Fig. 1: signal wires by layer
Bar = 20 um. Only two layers are drawn.
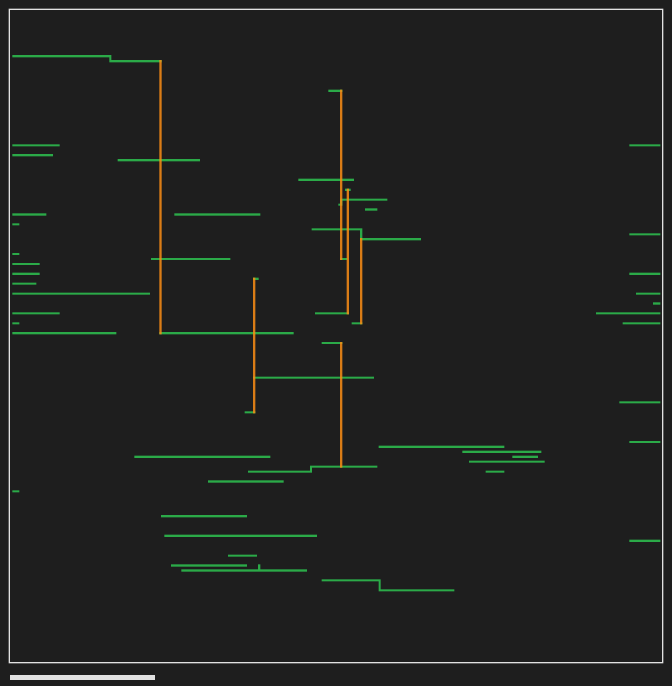
Fig. 2: zoomed window
Bar = 5 um. Window x 57 to 77, y 57 to 77 um. Cells in gray, sequential cells in the stronger gray; small squares are vias.
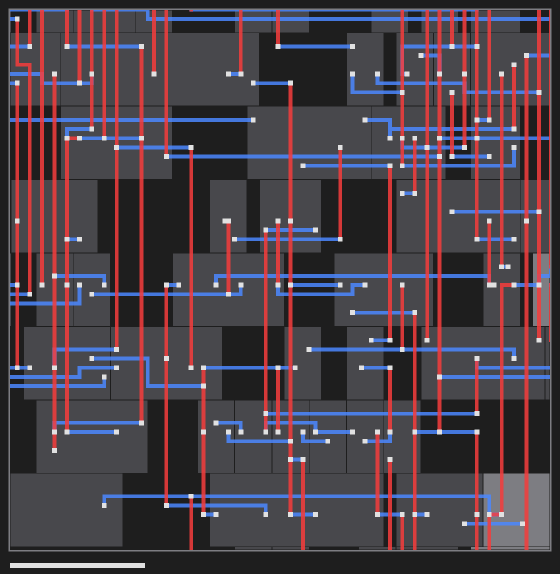
Fig. 3: track usage over the die
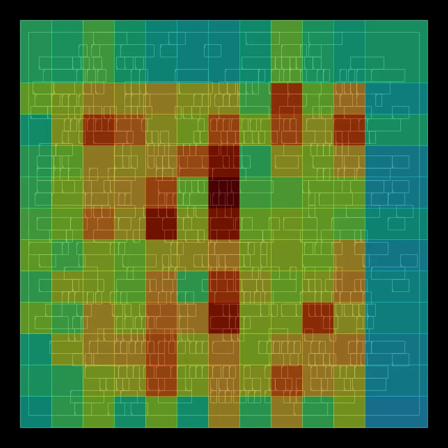
`src/rtl/vm_pkg.sv`:
```
// Shared definitions for the multi-item vending controller.
//  - Coin codes, shared by the coin input and the change output.
//  - Coin decode helpers.
//  - FSM state encoding.
package vm_pkg;

   localparam logic [2:0] COIN_NONE = 3'b000;
   localparam logic [2:0] COIN_1    = 3'b001;
   localparam logic [2:0] COIN_2    = 3'b010;
   localparam logic [2:0] COIN_5    = 3'b101;

   typedef enum logic [1:0] {
      ST_COLLECT = 2'd0,
      ST_VEND    = 2'd1,
      ST_CHANGE  = 2'd2
   } vm_state_t;

   // True only for the three legal denominations (COIN_NONE is not a coin)
   function automatic logic coin_is_valid(input logic [2:0] code);
      case (code)
         COIN_1, COIN_2, COIN_5: coin_is_valid = 1'b1;
         default:                coin_is_valid = 1'b0;
      endcase
   endfunction

   // Monetary value of a coin code; illegal codes are worth nothing
   function automatic logic [2:0] coin_value(input logic [2:0] code);
      case (code)
         COIN_1:  coin_value = 3'd1;
         COIN_2:  coin_value = 3'd2;
         COIN_5:  coin_value = 3'd5;
         default: coin_value = 3'd0;
      endcase
   endfunction

endpackage

```
`src/rtl/vm_change_dispenser.sv`:
```
// Serial change dispenser.
//  load/load_value : capture an amount owed; the first coin is emitted the next cycle
//  coin_out_valid  : registered, one greedy (5/2/1) coin per cycle while money is owed
//  coin_out        : registered coin code
//  done            : nothing further is owed after the coin currently shown
module vm_change_dispenser
   import vm_pkg::*;
#(
   parameter int CREDIT_W = 5
) (
   input  logic                clk,
   input  logic                reset,
   input  logic                load,
   input  logic [CREDIT_W-1:0] load_value,
   output logic                coin_out_valid,
   output logic [2:0]          coin_out,
   output logic                done
);

   logic [CREDIT_W-1:0] remaining_r;
   logic                coin_valid_r;
   logic [2:0]          coin_r;
   logic [CREDIT_W-1:0] src_s;
   logic [2:0]          coin_s;
   logic [CREDIT_W-1:0] next_rem_s;

   // Largest denomination not exceeding the amount still owed
   function automatic logic [2:0] greedy_coin(input logic [CREDIT_W-1:0] amount);
      if (amount >= CREDIT_W'(5)) begin
         greedy_coin = COIN_5;
      end else if (amount >= CREDIT_W'(2)) begin
         greedy_coin = COIN_2;
      end else if (amount != {CREDIT_W{1'b0}}) begin
         greedy_coin = COIN_1;
      end else begin
         greedy_coin = COIN_NONE;
      end
   endfunction

   // A load supersedes whatever is left; pick the next coin from the active amount
   always_comb begin
      src_s      = load ? load_value : remaining_r;
      coin_s     = greedy_coin(src_s);
      next_rem_s = src_s - CREDIT_W'(coin_value(coin_s));
   end

   // Emit one coin per cycle and track what is still owed
   always_ff @(posedge clk) begin
      if (reset) begin
         remaining_r  <= {CREDIT_W{1'b0}};
         coin_valid_r <= 1'b0;
         coin_r       <= COIN_NONE;
      end else if (load || (remaining_r != {CREDIT_W{1'b0}})) begin
         remaining_r  <= next_rem_s;
         coin_valid_r <= (coin_s != COIN_NONE);
         coin_r       <= coin_s;
      end else begin
         remaining_r  <= {CREDIT_W{1'b0}};
         coin_valid_r <= 1'b0;
         coin_r       <= COIN_NONE;
      end
   end

   assign coin_out_valid = coin_valid_r;
   assign coin_out       = coin_r;
   assign done           = (remaining_r == {CREDIT_W{1'b0}});

endmodule

```
`src/rtl/vending_machine_multi.sv`:
```
// Multi-item vending controller with per-item price and stock.
//  clk, reset            : clock, synchronous active-high reset
//  coin                  : inserted coin code (1/2/5, 0 = none)
//  sel_valid/sel_item    : item selection strobe and index
//  cancel                : refund the accumulated credit
//  restock_valid/_item   : refill one item to STOCK_MAX
//  dispense/item_out     : one-cycle item release pulse and index
//  coin_out_valid/_out   : serial change, one coin per cycle
//  coin_reject           : coin presented last cycle is returned
//  sel_error             : selection refused (sold out / short credit)
//  item_empty            : per-item sold-out flags
//  credit                : accumulated credit
//  busy                  : vending or returning change
module vending_machine_multi
   import vm_pkg::*;
#(
   parameter int NUM_ITEMS  = 4,
   parameter int CREDIT_W   = 5,
   parameter int MAX_CREDIT = 20,
   parameter logic [NUM_ITEMS*CREDIT_W-1:0] PRICES = {5'd12, 5'd9, 5'd7, 5'd3},
   parameter int STOCK_W    = 4,
   parameter int INIT_STOCK = 4,
   parameter int STOCK_MAX  = 15,
   localparam int IDX_W     = $clog2(NUM_ITEMS)
) (
   input  logic                 clk,
   input  logic                 reset,
   input  logic [2:0]           coin,
   input  logic                 sel_valid,
   input  logic [IDX_W-1:0]     sel_item,
   input  logic                 cancel,
   input  logic                 restock_valid,
   input  logic [IDX_W-1:0]     restock_item,
   output logic                 dispense,
   output logic [IDX_W-1:0]     item_out,
   output logic                 coin_out_valid,
   output logic [2:0]           coin_out,
   output logic                 coin_reject,
   output logic                 sel_error,
   output logic [NUM_ITEMS-1:0] item_empty,
   output logic [CREDIT_W-1:0]  credit,
   output logic                 busy
);

   vm_state_t                            state_r;
   logic [CREDIT_W-1:0]                  credit_r;
   logic [CREDIT_W-1:0]                  remaining_r;
   logic [IDX_W-1:0]                     item_r;
   logic [NUM_ITEMS-1:0][STOCK_W-1:0]    stock_r;
   logic [NUM_ITEMS-1:0][STOCK_W-1:0]    stock_nxt_s;
   logic [NUM_ITEMS-1:0]                 empty_nxt_s;
   logic [NUM_ITEMS-1:0]                 item_empty_r;
   logic                                 dispense_r;
   logic [IDX_W-1:0]                     item_out_r;
   logic                                 coin_reject_r;
   logic                                 sel_error_r;
   logic                                 busy_r;

   logic [CREDIT_W-1:0]                  price_s;
   logic                                 sel_ok_s;
   logic [CREDIT_W:0]                    coin_sum_s;
   logic                                 coin_fits_s;
   logic                                 coin_present_s;
   logic                                 dsp_load_s;
   logic [CREDIT_W-1:0]                  dsp_value_s;
   logic                                 dsp_done_s;

   // Selection and coin acceptance qualifiers; the sum is one bit wider so it cannot wrap
   always_comb begin
      price_s        = PRICES[int'(sel_item)*CREDIT_W +: CREDIT_W];
      sel_ok_s       = (stock_r[sel_item] != {STOCK_W{1'b0}}) && (credit_r >= price_s);
      coin_sum_s     = {1'b0, credit_r} + (CREDIT_W+1)'(coin_value(coin));
      coin_fits_s    = coin_is_valid(coin) && (coin_sum_s <= (CREDIT_W+1)'(MAX_CREDIT));
      coin_present_s = (coin != COIN_NONE);
   end

   // Hand the change dispenser its amount: a refund straight from COLLECT, or post-vend change
   always_comb begin
      if ((state_r == ST_COLLECT) && cancel && (credit_r != {CREDIT_W{1'b0}})) begin
         dsp_load_s  = 1'b1;
         dsp_value_s = credit_r;
      end else if ((state_r == ST_VEND) && (remaining_r != {CREDIT_W{1'b0}})) begin
         dsp_load_s  = 1'b1;
         dsp_value_s = remaining_r;
      end else begin
         dsp_load_s  = 1'b0;
         dsp_value_s = {CREDIT_W{1'b0}};
      end
   end

   // Next stock: vend decrement first, then restock so a same-item restock wins
   always_comb begin
      stock_nxt_s = stock_r;
      if ((state_r == ST_VEND) && (stock_r[item_r] != {STOCK_W{1'b0}})) begin
         stock_nxt_s[item_r] = stock_r[item_r] - STOCK_W'(1);
      end else begin
         stock_nxt_s[item_r] = stock_r[item_r];
      end
      if (restock_valid) begin
         stock_nxt_s[restock_item] = STOCK_W'(STOCK_MAX);
      end else begin
         stock_nxt_s[restock_item] = stock_nxt_s[restock_item];
      end
      for (int i = 0; i < NUM_ITEMS; i++) begin
         empty_nxt_s[i] = (stock_nxt_s[i] == {STOCK_W{1'b0}});
      end
   end

   // Stock array and the registered sold-out flags
   always_ff @(posedge clk) begin
      if (reset) begin
         stock_r      <= {NUM_ITEMS{STOCK_W'(INIT_STOCK)}};
         item_empty_r <= {NUM_ITEMS{(INIT_STOCK == 0)}};
      end else begin
         stock_r      <= stock_nxt_s;
         item_empty_r <= empty_nxt_s;
      end
   end

   // Main FSM: credit accumulation, selection, vend pulse and change hand-off
   always_ff @(posedge clk) begin
      if (reset) begin
         state_r       <= ST_COLLECT;
         credit_r      <= {CREDIT_W{1'b0}};
         remaining_r   <= {CREDIT_W{1'b0}};
         item_r        <= {IDX_W{1'b0}};
         dispense_r    <= 1'b0;
         item_out_r    <= {IDX_W{1'b0}};
         coin_reject_r <= 1'b0;
         sel_error_r   <= 1'b0;
         busy_r        <= 1'b0;
      end else begin
         dispense_r    <= 1'b0;
         item_out_r    <= {IDX_W{1'b0}};
         coin_reject_r <= 1'b0;
         sel_error_r   <= 1'b0;
         case (state_r)
            ST_COLLECT: begin
               if (cancel && (credit_r != {CREDIT_W{1'b0}})) begin
                  credit_r      <= {CREDIT_W{1'b0}};
                  state_r       <= ST_CHANGE;
                  busy_r        <= 1'b1;
                  coin_reject_r <= coin_present_s;
               end else if (sel_valid && sel_ok_s) begin
                  item_r        <= sel_item;
                  remaining_r   <= credit_r - price_s;
                  credit_r      <= {CREDIT_W{1'b0}};
                  state_r       <= ST_VEND;
                  busy_r        <= 1'b1;
                  dispense_r    <= 1'b1;
                  item_out_r    <= sel_item;
                  coin_reject_r <= coin_present_s;
               end else begin
                  // A refused selection still lets a same-cycle coin be credited
                  sel_error_r <= sel_valid;
                  busy_r      <= 1'b0;
                  if (coin_fits_s) begin
                     credit_r <= coin_sum_s[CREDIT_W-1:0];
                  end else begin
                     coin_reject_r <= coin_present_s;
                  end
               end
            end
            ST_VEND: begin
               coin_reject_r <= coin_present_s;
               remaining_r   <= {CREDIT_W{1'b0}};
               if (remaining_r != {CREDIT_W{1'b0}}) begin
                  state_r <= ST_CHANGE;
                  busy_r  <= 1'b1;
               end else begin
                  state_r <= ST_COLLECT;
                  busy_r  <= 1'b0;
               end
            end
            ST_CHANGE: begin
               coin_reject_r <= coin_present_s;
               if (dsp_done_s) begin
                  state_r <= ST_COLLECT;
                  busy_r  <= 1'b0;
               end else begin
                  state_r <= ST_CHANGE;
                  busy_r  <= 1'b1;
               end
            end
            default: begin
               state_r <= ST_COLLECT;
               busy_r  <= 1'b0;
            end
         endcase
      end
   end

   vm_change_dispenser #(
      .CREDIT_W (CREDIT_W)
   ) u_change (
      .clk            (clk),
      .reset          (reset),
      .load           (dsp_load_s),
      .load_value     (dsp_value_s),
      .coin_out_valid (coin_out_valid),
      .coin_out       (coin_out),
      .done           (dsp_done_s)
   );

   assign dispense    = dispense_r;
   assign item_out    = item_out_r;
   assign coin_reject = coin_reject_r;
   assign sel_error   = sel_error_r;
   assign item_empty  = item_empty_r;
   assign credit      = credit_r;
   assign busy        = busy_r;

endmodule

```
`config.mk`:
```
export PLATFORM = sky130hd
export DESIGN_NAME = vending_machine_multi
export DESIGN_NICKNAME = d
export VERILOG_FILES = /design/src/rtl/vm_pkg.sv /design/src/rtl/vm_change_dispenser.sv /design/src/rtl/vending_machine_multi.sv
export SDC_FILE = /design/constraint.sdc
export NUM_CORES = 1
export LEC_CHECK = 0
export ABC_AREA = 1
export CORE_MARGIN = 1.5
export CORE_UTILIZATION = 45
export DETAILED_ROUTE_END_ITERATION = 8
export SYNTH_ARGS = -nofsm -noshare
export SYNTH_HDL_FRONTEND = slang
export SYNTH_HIERARCHICAL = 1
export SYNTH_SLANG_ARGS = --single-unit
```
`constraint.sdc`:
```
create_clock -name clk -period 8.2 [get_ports clk]
set_input_delay 1.23 -clock clk [delete_from_list [all_inputs] [get_ports clk]]
set_output_delay 1.23 -clock clk [all_outputs]
set_load 0.01 [all_outputs]
```
==> impl_metrics.csv <==
group,metric,value,unit
status,status,"finished, final reports clean",
global_route,antenna_found_initial,0,
timing,setup_violations,0,
finish,layout-drive-gt1-share,0.08411,
worst_setup_path,required,8.45,ns
worst_setup_path,start_kind,"primary input",
finish,fin_area,0.003849,mm^2
worst_setup_path,critPathLaunch,"cancel",
logic_synthesis,ys_ff,49,
logic_synthesis,xor_area_frac,0.01037,
place,dp.cells,626,
die,n_tap_cell,99,
worst_setup_path,slowest_delay,0.41,ns
clock_tree,cts_buffer_depth,2,
finish,lay_top_count,"nand2_1",
finish,stdcell_count,634,
hold_path,worstHoldPathType,"register to register",
worst_setup_path,cp.depth,18,
die,initial_core_util,0.4659,
logic_synthesis,flop_cell,"dfxtp_1",
finish,syn2layout_area_growth,13.88,%
-- Fig. 1 (at the start) --
[green] M3 | wire length: 415 um
[orange] M4 | wire length: 124 um
total track usage: 0.2171
overall routed net length: 8152 um
routed vias: 3184
Avg WL per Cell: 12.86 um

-- Fig. 2 (at the start) --
[red] M2
[blue] M1
cells with their middle in the window: 33
sequential cells in the window: 0
most frequent: nand2_1 (6), inv_1 (5)

-- Fig. 3 (at the start) --
M2 GR Usage: 0.3331
final core utilization: 0.5306
Top Usage Layer GRT: met2
M1 GR Usage: 0.3112

-- worst min path at each step --
stage / cells after the start / endpoint / slack, ns / from
after detailed placement: 2 / remaining_r[3] / 0.50 / remaining_r[3]
final: 2 / remaining_r[3] / 0.51 / remaining_r[3]
after global routing: 2 / remaining_r[3] / 0.54 / remaining_r[3]
after CTS: 2 / remaining_r[2] / 0.52 / remaining_r[2]
after floorplan: 2 / remaining_r[2] / 0.47 / remaining_r[2]
after global placement: 2 / remaining_r[4] / 0.49 / remaining_r[4]
-- sequential cells by signal, summed over array words and instances, names as in the netlist --
signal                   cells
item_r                       2
stock_r                     16
busy                         1
u_change/coin_out            3
item_out                     2
remaining_r                  5
credit                       5
dispense                     1
coin_reject                  1
u_change/coin_out_valid      1
state_r                      2
sel_error                    1
u_change/remaining_r         5
item_empty                   4
